### src/rtl/mc_pkg.sv
// Shared encodings for the multicycle RV32I controller: FSM states, opcodes
// and the datapath select/ALU encodings.
package mc_pkg;

  typedef enum logic [3:0] {
    S_FETCH    = 4'd0,
    S_DECODE   = 4'd1,
    S_MEMADR   = 4'd2,
    S_MEMREAD  = 4'd3,
    S_MEMWB    = 4'd4,
    S_MEMWRITE = 4'd5,
    S_EXECUTER = 4'd6,
    S_EXECUTEI = 4'd7,
    S_ALUWB    = 4'd8,
    S_JAL      = 4'd9,
    S_BEQ      = 4'd10
  } state_t;

  localparam logic [6:0] OP_LW  = 7'b0000011;
  localparam logic [6:0] OP_SW  = 7'b0100011;
  localparam logic [6:0] OP_R   = 7'b0110011;
  localparam logic [6:0] OP_I   = 7'b0010011;
  localparam logic [6:0] OP_JAL = 7'b1101111;
  localparam logic [6:0] OP_BEQ = 7'b1100011;

  localparam logic [1:0] ALUOP_ADD   = 2'b00;
  localparam logic [1:0] ALUOP_SUB   = 2'b01;
  localparam logic [1:0] ALUOP_FUNCT = 2'b10;

  localparam logic [2:0] ALU_ADD = 3'b000;
  localparam logic [2:0] ALU_SUB = 3'b001;
  localparam logic [2:0] ALU_AND = 3'b010;
  localparam logic [2:0] ALU_OR  = 3'b011;
  localparam logic [2:0] ALU_SLT = 3'b101;

  localparam logic [2:0] IMM_I = 3'b000;
  localparam logic [2:0] IMM_S = 3'b001;
  localparam logic [2:0] IMM_B = 3'b010;
  localparam logic [2:0] IMM_J = 3'b011;

  localparam logic [1:0] RES_ALUOUT    = 2'b00;
  localparam logic [1:0] RES_DATA      = 2'b01;
  localparam logic [1:0] RES_ALURESULT = 2'b10;

  localparam logic [1:0] SRCA_PC    = 2'b00;
  localparam logic [1:0] SRCA_OLDPC = 2'b01;
  localparam logic [1:0] SRCA_RD1   = 2'b10;

  localparam logic [1:0] SRCB_RD2  = 2'b00;
  localparam logic [1:0] SRCB_IMM  = 2'b01;
  localparam logic [1:0] SRCB_FOUR = 2'b10;

endpackage

### src/rtl/mc_alu_decoder.sv
// ALU control decode: ALUOp plus funct fields to a 3-bit ALU operation.
module mc_alu_decoder
  import mc_pkg::*;
(
  input  logic [1:0] alu_op,
  input  logic [2:0] funct3,
  input  logic       funct7_5,
  input  logic       op_5,
  output logic [2:0] alu_control
);

  always_comb begin
    alu_control = ALU_ADD;
    case (alu_op)
      ALUOP_ADD: alu_control = ALU_ADD;
      ALUOP_SUB: alu_control = ALU_SUB;
      ALUOP_FUNCT: begin
        case (funct3)
          // Only R-type (op[5]=1) can encode sub; addi ignores instr[30].
          3'b000:  alu_control = (op_5 & funct7_5) ? ALU_SUB : ALU_ADD;
          3'b010:  alu_control = ALU_SLT;
          3'b110:  alu_control = ALU_OR;
          3'b111:  alu_control = ALU_AND;
          default: alu_control = ALU_ADD;
        endcase
      end
      default: alu_control = ALU_ADD;
    endcase
  end

endmodule

### src/rtl/multicycle_controller.sv
// Multicycle RV32I control FSM with memory-ready stalls.
// Optional retired-instruction counter enabled by defining MC_INSTRET_EN.
module multicycle_controller
  import mc_pkg::*;
#(
  parameter int INSTRET_W = 32
) (
  input  logic       clk,
  input  logic       rst_n,
  input  logic [6:0] op,
  input  logic [2:0] funct3,
  input  logic       funct7_5,
  input  logic       Zero,
  input  logic       mem_ready,
  output logic       PCWrite,
  output logic       AdrSrc,
  output logic       MemWrite,
  output logic       IRWrite,
  output logic       RegWrite,
  output logic [1:0] ResultSrc,
  output logic [1:0] ALUSrcA,
  output logic [1:0] ALUSrcB,
  output logic [2:0] ALUControl,
  output logic [2:0] ImmSrc,
  output logic       illegal_op,
  output state_t     state
`ifdef MC_INSTRET_EN
  ,
  output logic [INSTRET_W-1:0] instret
`endif
);

  state_t     state_next;
  logic [1:0] alu_op;
  logic       pc_update, branch;
  logic       mem_write_s, ir_write_s, reg_write_s, illegal_s;

  always_ff @(posedge clk or negedge rst_n) begin
    if (!rst_n) state <= S_FETCH;
    else        state <= state_next;
  end

  always_comb begin
    state_next  = S_FETCH;
    alu_op      = ALUOP_ADD;
    pc_update   = 1'b0;
    branch      = 1'b0;
    mem_write_s = 1'b0;
    ir_write_s  = 1'b0;
    reg_write_s = 1'b0;
    illegal_s   = 1'b0;
    AdrSrc      = 1'b0;
    ResultSrc   = RES_ALUOUT;
    ALUSrcA     = SRCA_PC;
    ALUSrcB     = SRCB_RD2;
    case (state)
      S_FETCH: begin
        ALUSrcB    = SRCB_FOUR;
        ResultSrc  = RES_ALURESULT;
        ir_write_s = mem_ready;
        pc_update  = mem_ready;
        state_next = mem_ready ? S_DECODE : S_FETCH;
      end
      S_DECODE: begin
        ALUSrcA = SRCA_OLDPC;
        ALUSrcB = SRCB_IMM;
        case (op)
          OP_LW, OP_SW: state_next = S_MEMADR;
          OP_R:         state_next = S_EXECUTER;
          OP_I:         state_next = S_EXECUTEI;
          OP_JAL:       state_next = S_JAL;
          OP_BEQ:       state_next = S_BEQ;
          default: begin
            state_next = S_FETCH;
            illegal_s  = 1'b1;
          end
        endcase
      end
      S_MEMADR: begin
        ALUSrcA    = SRCA_RD1;
        ALUSrcB    = SRCB_IMM;
        state_next = op[5] ? S_MEMWRITE : S_MEMREAD;
      end
      S_MEMREAD: begin
        AdrSrc     = 1'b1;
        state_next = mem_ready ? S_MEMWB : S_MEMREAD;
      end
      S_MEMWB: begin
        ResultSrc   = RES_DATA;
        reg_write_s = 1'b1;
      end
      S_MEMWRITE: begin
        AdrSrc      = 1'b1;
        mem_write_s = 1'b1;
        state_next  = mem_ready ? S_FETCH : S_MEMWRITE;
      end
      S_EXECUTER: begin
        ALUSrcA    = SRCA_RD1;
        alu_op     = ALUOP_FUNCT;
        state_next = S_ALUWB;
      end
      S_EXECUTEI: begin
        ALUSrcA    = SRCA_RD1;
        ALUSrcB    = SRCB_IMM;
        alu_op     = ALUOP_FUNCT;
        state_next = S_ALUWB;
      end
      S_ALUWB: reg_write_s = 1'b1;
      S_JAL: begin
        ALUSrcA    = SRCA_OLDPC;
        ALUSrcB    = SRCB_FOUR;
        pc_update  = 1'b1;
        state_next = S_ALUWB;
      end
      S_BEQ: begin
        ALUSrcA = SRCA_RD1;
        alu_op  = ALUOP_SUB;
        branch  = 1'b1;
      end
      default: state_next = S_FETCH;
    endcase
  end

  // Enables are masked by rst_n so nothing strobes while reset is held.
  assign PCWrite    = rst_n & ((branch & Zero) | pc_update);
  assign MemWrite   = rst_n & mem_write_s;
  assign IRWrite    = rst_n & ir_write_s;
  assign RegWrite   = rst_n & reg_write_s;
  assign illegal_op = rst_n & illegal_s;

  always_comb begin
    case (op)
      OP_SW:   ImmSrc = IMM_S;
      OP_BEQ:  ImmSrc = IMM_B;
      OP_JAL:  ImmSrc = IMM_J;
      default: ImmSrc = IMM_I;
    endcase
  end

  mc_alu_decoder u_alu_decoder (
    .alu_op      (alu_op),
    .funct3      (funct3),
    .funct7_5    (funct7_5),
    .op_5        (op[5]),
    .alu_control (ALUControl)
  );

`ifdef MC_INSTRET_EN
  logic retire;
  assign retire = (state_next == S_FETCH) &&
                  ((state == S_MEMWB) || (state == S_ALUWB) ||
                   (state == S_BEQ) || (state == S_MEMWRITE));

  always_ff @(posedge clk or negedge rst_n) begin
    if (!rst_n)      instret <= '0;
    else if (retire) instret <= instret + 1'b1;
  end
`endif

endmodule

### config.mk
export PLATFORM = sky130hd
export DESIGN_NAME = multicycle_controller
export DESIGN_NICKNAME = d
export VERILOG_FILES = /design/src/rtl/mc_pkg.sv /design/src/rtl/mc_alu_decoder.sv /design/src/rtl/multicycle_controller.sv
export SDC_FILE = /design/constraint.sdc
export NUM_CORES = 1
export LEC_CHECK = 0
export CORE_MARGIN = 2
export CORE_UTILIZATION = 39
export DETAILED_ROUTE_END_ITERATION = 10
export GPL_TIMING_DRIVEN = 0
export PLACE_DENSITY = 0.84
export RECOVER_POWER = 25
export SLEW_MARGIN = 40
export SYNTH_ARGS = -nofsm -noshare
export SYNTH_HDL_FRONTEND = slang
export SYNTH_SLANG_ARGS = --single-unit
export TNS_END_PERCENT = 50
### constraint.sdc
create_clock -name clk -period 2.83 [get_ports clk]
set_clock_uncertainty 0.05 [all_clocks]
set_input_delay 0.566 -clock clk [delete_from_list [all_inputs] [get_ports clk]]
set_output_delay 0.566 -clock clk [all_outputs]
set_load 0.03 [all_outputs]
port_nets.png
The bar under the picture is 10 microns long.
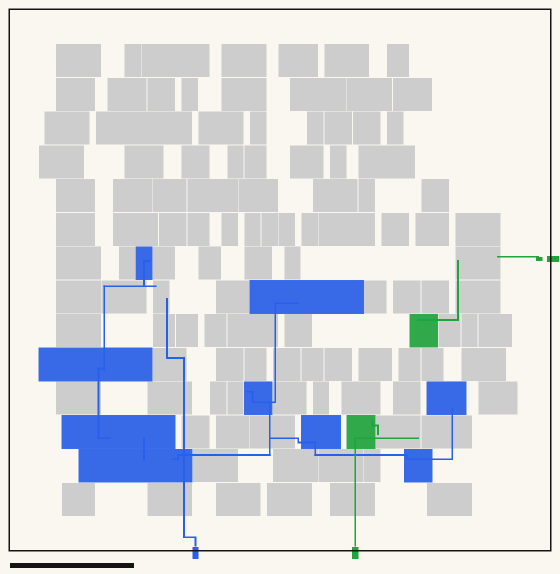
green -> `ResultSrc`  # bits 2, direction output, edge 1 south, 1 east, end cells 2, buffers 2, wire 26.8 microns
blue -> `rst_n`  # bits 1, direction input, edge south, end cells 9, buffers 1, wire 90.2 microns

clock_map.png
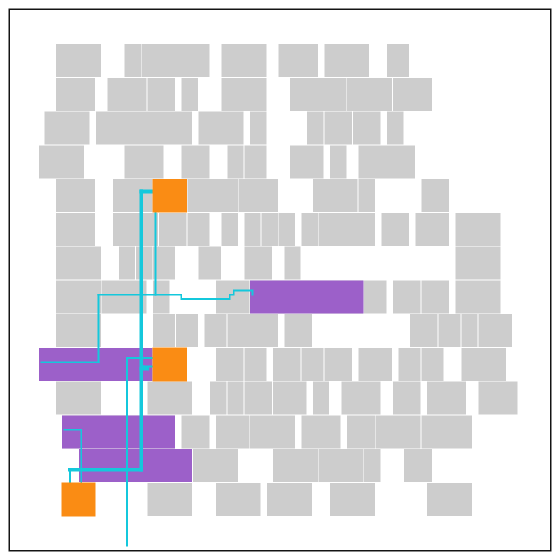
orange -> cells driving clock nets  # count 3
purple -> flip-flops  # count 4
cyan -> clock wires  # length 94.2 microns
routed clock nets = 4

final_clocks.png
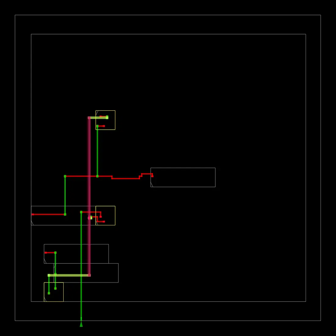
TritonCTS Buffers: 3
# clock sinks: 4
flip-flops: 4
insertion delay at the late pin of the worst-skew pair: 0.25 ns

==> commit_impl_results.txt <==
Store results of the implementation flow

- Most common cell after layout, fill and taps aside: sky130_fd_sc_hd__clkdlybuf4s50_1
* Type of the tightest min-delay check: primary input to async pin
* Post-Synthesis Cells: 83
- Clock cells make up 2.26% of the layout cell area.
* FMAX: roughly 0.36 GHz
- The post-placement cell area is roughly 990 sq um.
- Core Footprint: about 0.0015 sq mm
- CTS max path bufs: 2
* Critical path class: primary input to output port
* Fraction of registers with async set or reset after synthesis: 100%
- Clock buffer count in the final layout: 3
* Dpl hpwl: approximately 1400 microns
- Share of final layout cell area taken by non-clock buffers: approximately 37%
- The critical path ends at ImmSrc[0].
* Max stage delay on crit path: between 0.5 and 0.6 ns
- Grouping stages by cell kind, the critical path spends the most delay in buffers and inverters.
* CTS tree: done
* Fin area: approximately 990 sq um
- The power report attributes to the clock group a share of 26.4%.
- Worst Path Required: between 2 and 2.5 ns
- The stage logs contain a warning count of 27.
* Setup repair after global routing missed its margin: false
- Ranked by flip-flop count, first place goes to state.
* Critical Path Sink Type: output port
* Met3 routed WL: around 66 microns
- Pwr dens: approximately 290 mW/mm^2
- Initial DRC Count: 10
- Bufs and invs on worst path: 2
- 0 antenna diodes ended up in the layout.
- VDD sags by at most roughly 0.24 mV.
- Net count reported at finish: ~140
- Final hold slack: about 0.17 ns
- Summed over all layers, the global routing overflow is 0.
- The flow ran to the end, and the final reports show no timing, DRC or antenna violations.
- Setup slack on the critical path of the routed design comes to between 0.08 and 0.09 ns.
* Total Power Consumption: 0.284 mW
- For the worst flop-to-flop path, the logic depth is 5.
* Initial cell density of the core: between 40 and 50%
- The internal portion of the total power is between 0.15 and 0.2 mW.
* Most area-hungry cell type in the Yosys netlist: sky130_fd_sc_hd__dfrtp_1
* Routed met2 length: 904 microns
* Number of antenna-violating nets in the routed design: 0
- For this block, wires on met1 add up to about 700 microns.
- First-pass detailed-route iteration total: 4
- The synthesized netlist has a Yosys-reported chip area of between 600 and 700 sq um.
- From bottom edge to top edge, the die measures approximately 44 microns.
* Time the final worst path needs with I/O delays and setup: approximately 2.7 ns
- The routed layout has ~740 vias.
- The area taken by sequential standard cells is reported as between 100 and 150 sq um.
- Switching power as a fraction of the total was reported as approximately two fifths.
- The worst-case reg-to-reg setup slack stands at 1.47 ns.
* Net switching component of the power: 0.111 mW
- Deepest level of the CTS H-tree: 1
* Tap cells: 16
* Startpoint of the worst-slack reg-to-reg timing path: state[1]$_DFF_PN0_
- The post-synth count of flops with an enable pin is 0.
* Seq cells post-synth: 4
- In the routed design, unresolved DRC markers number 0.
- Fraction of area in registers: around 10%
- Number of buffers inserted for hold repair after clock tree synthesis: 0
* Top FF cell, synth: sky130_fd_sc_hd__dfrtp_1
* Layer carrying the most global-route usage: met2
- Die area: approximately 0.0019 sq mm
- Number of cells on the critical path: 5
- The script logs the mean routed wire length per placed instance as 12.5 microns.
drive_strength.png
The bar under the picture is 10 microns long.
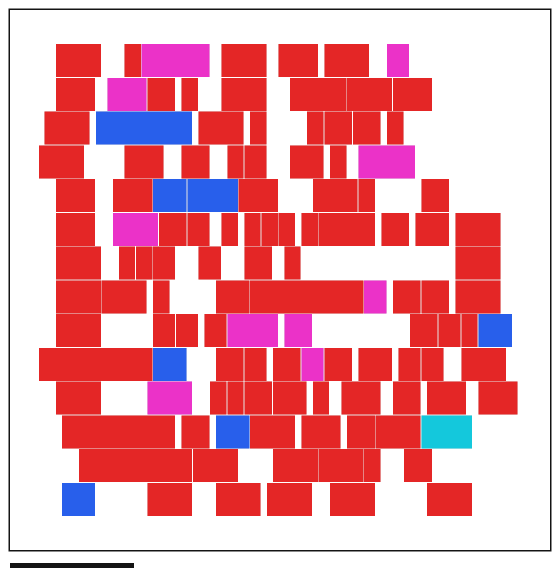
red -> drive 1 or less  # cells 103, share 85%
cyan -> drive 6 and up  # cells 1, share 0.83%
magenta -> drive 2  # cells 10, share 8.3%
blue -> drive 3 to 4  # cells 7, share 5.8%

cell_classes.png
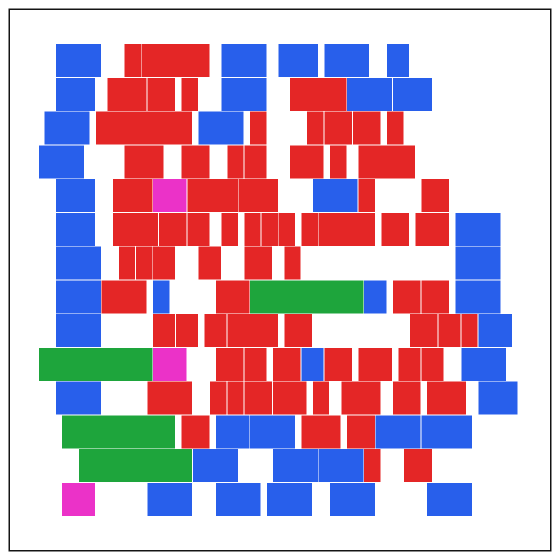
magenta -> cells driving clock nets  # cells 3
green -> flip-flops  # cells 4
blue -> other buffers and delay cells  # cells 40
red -> all other logic  # cells 74

Power and IR drop assume default switching activity.
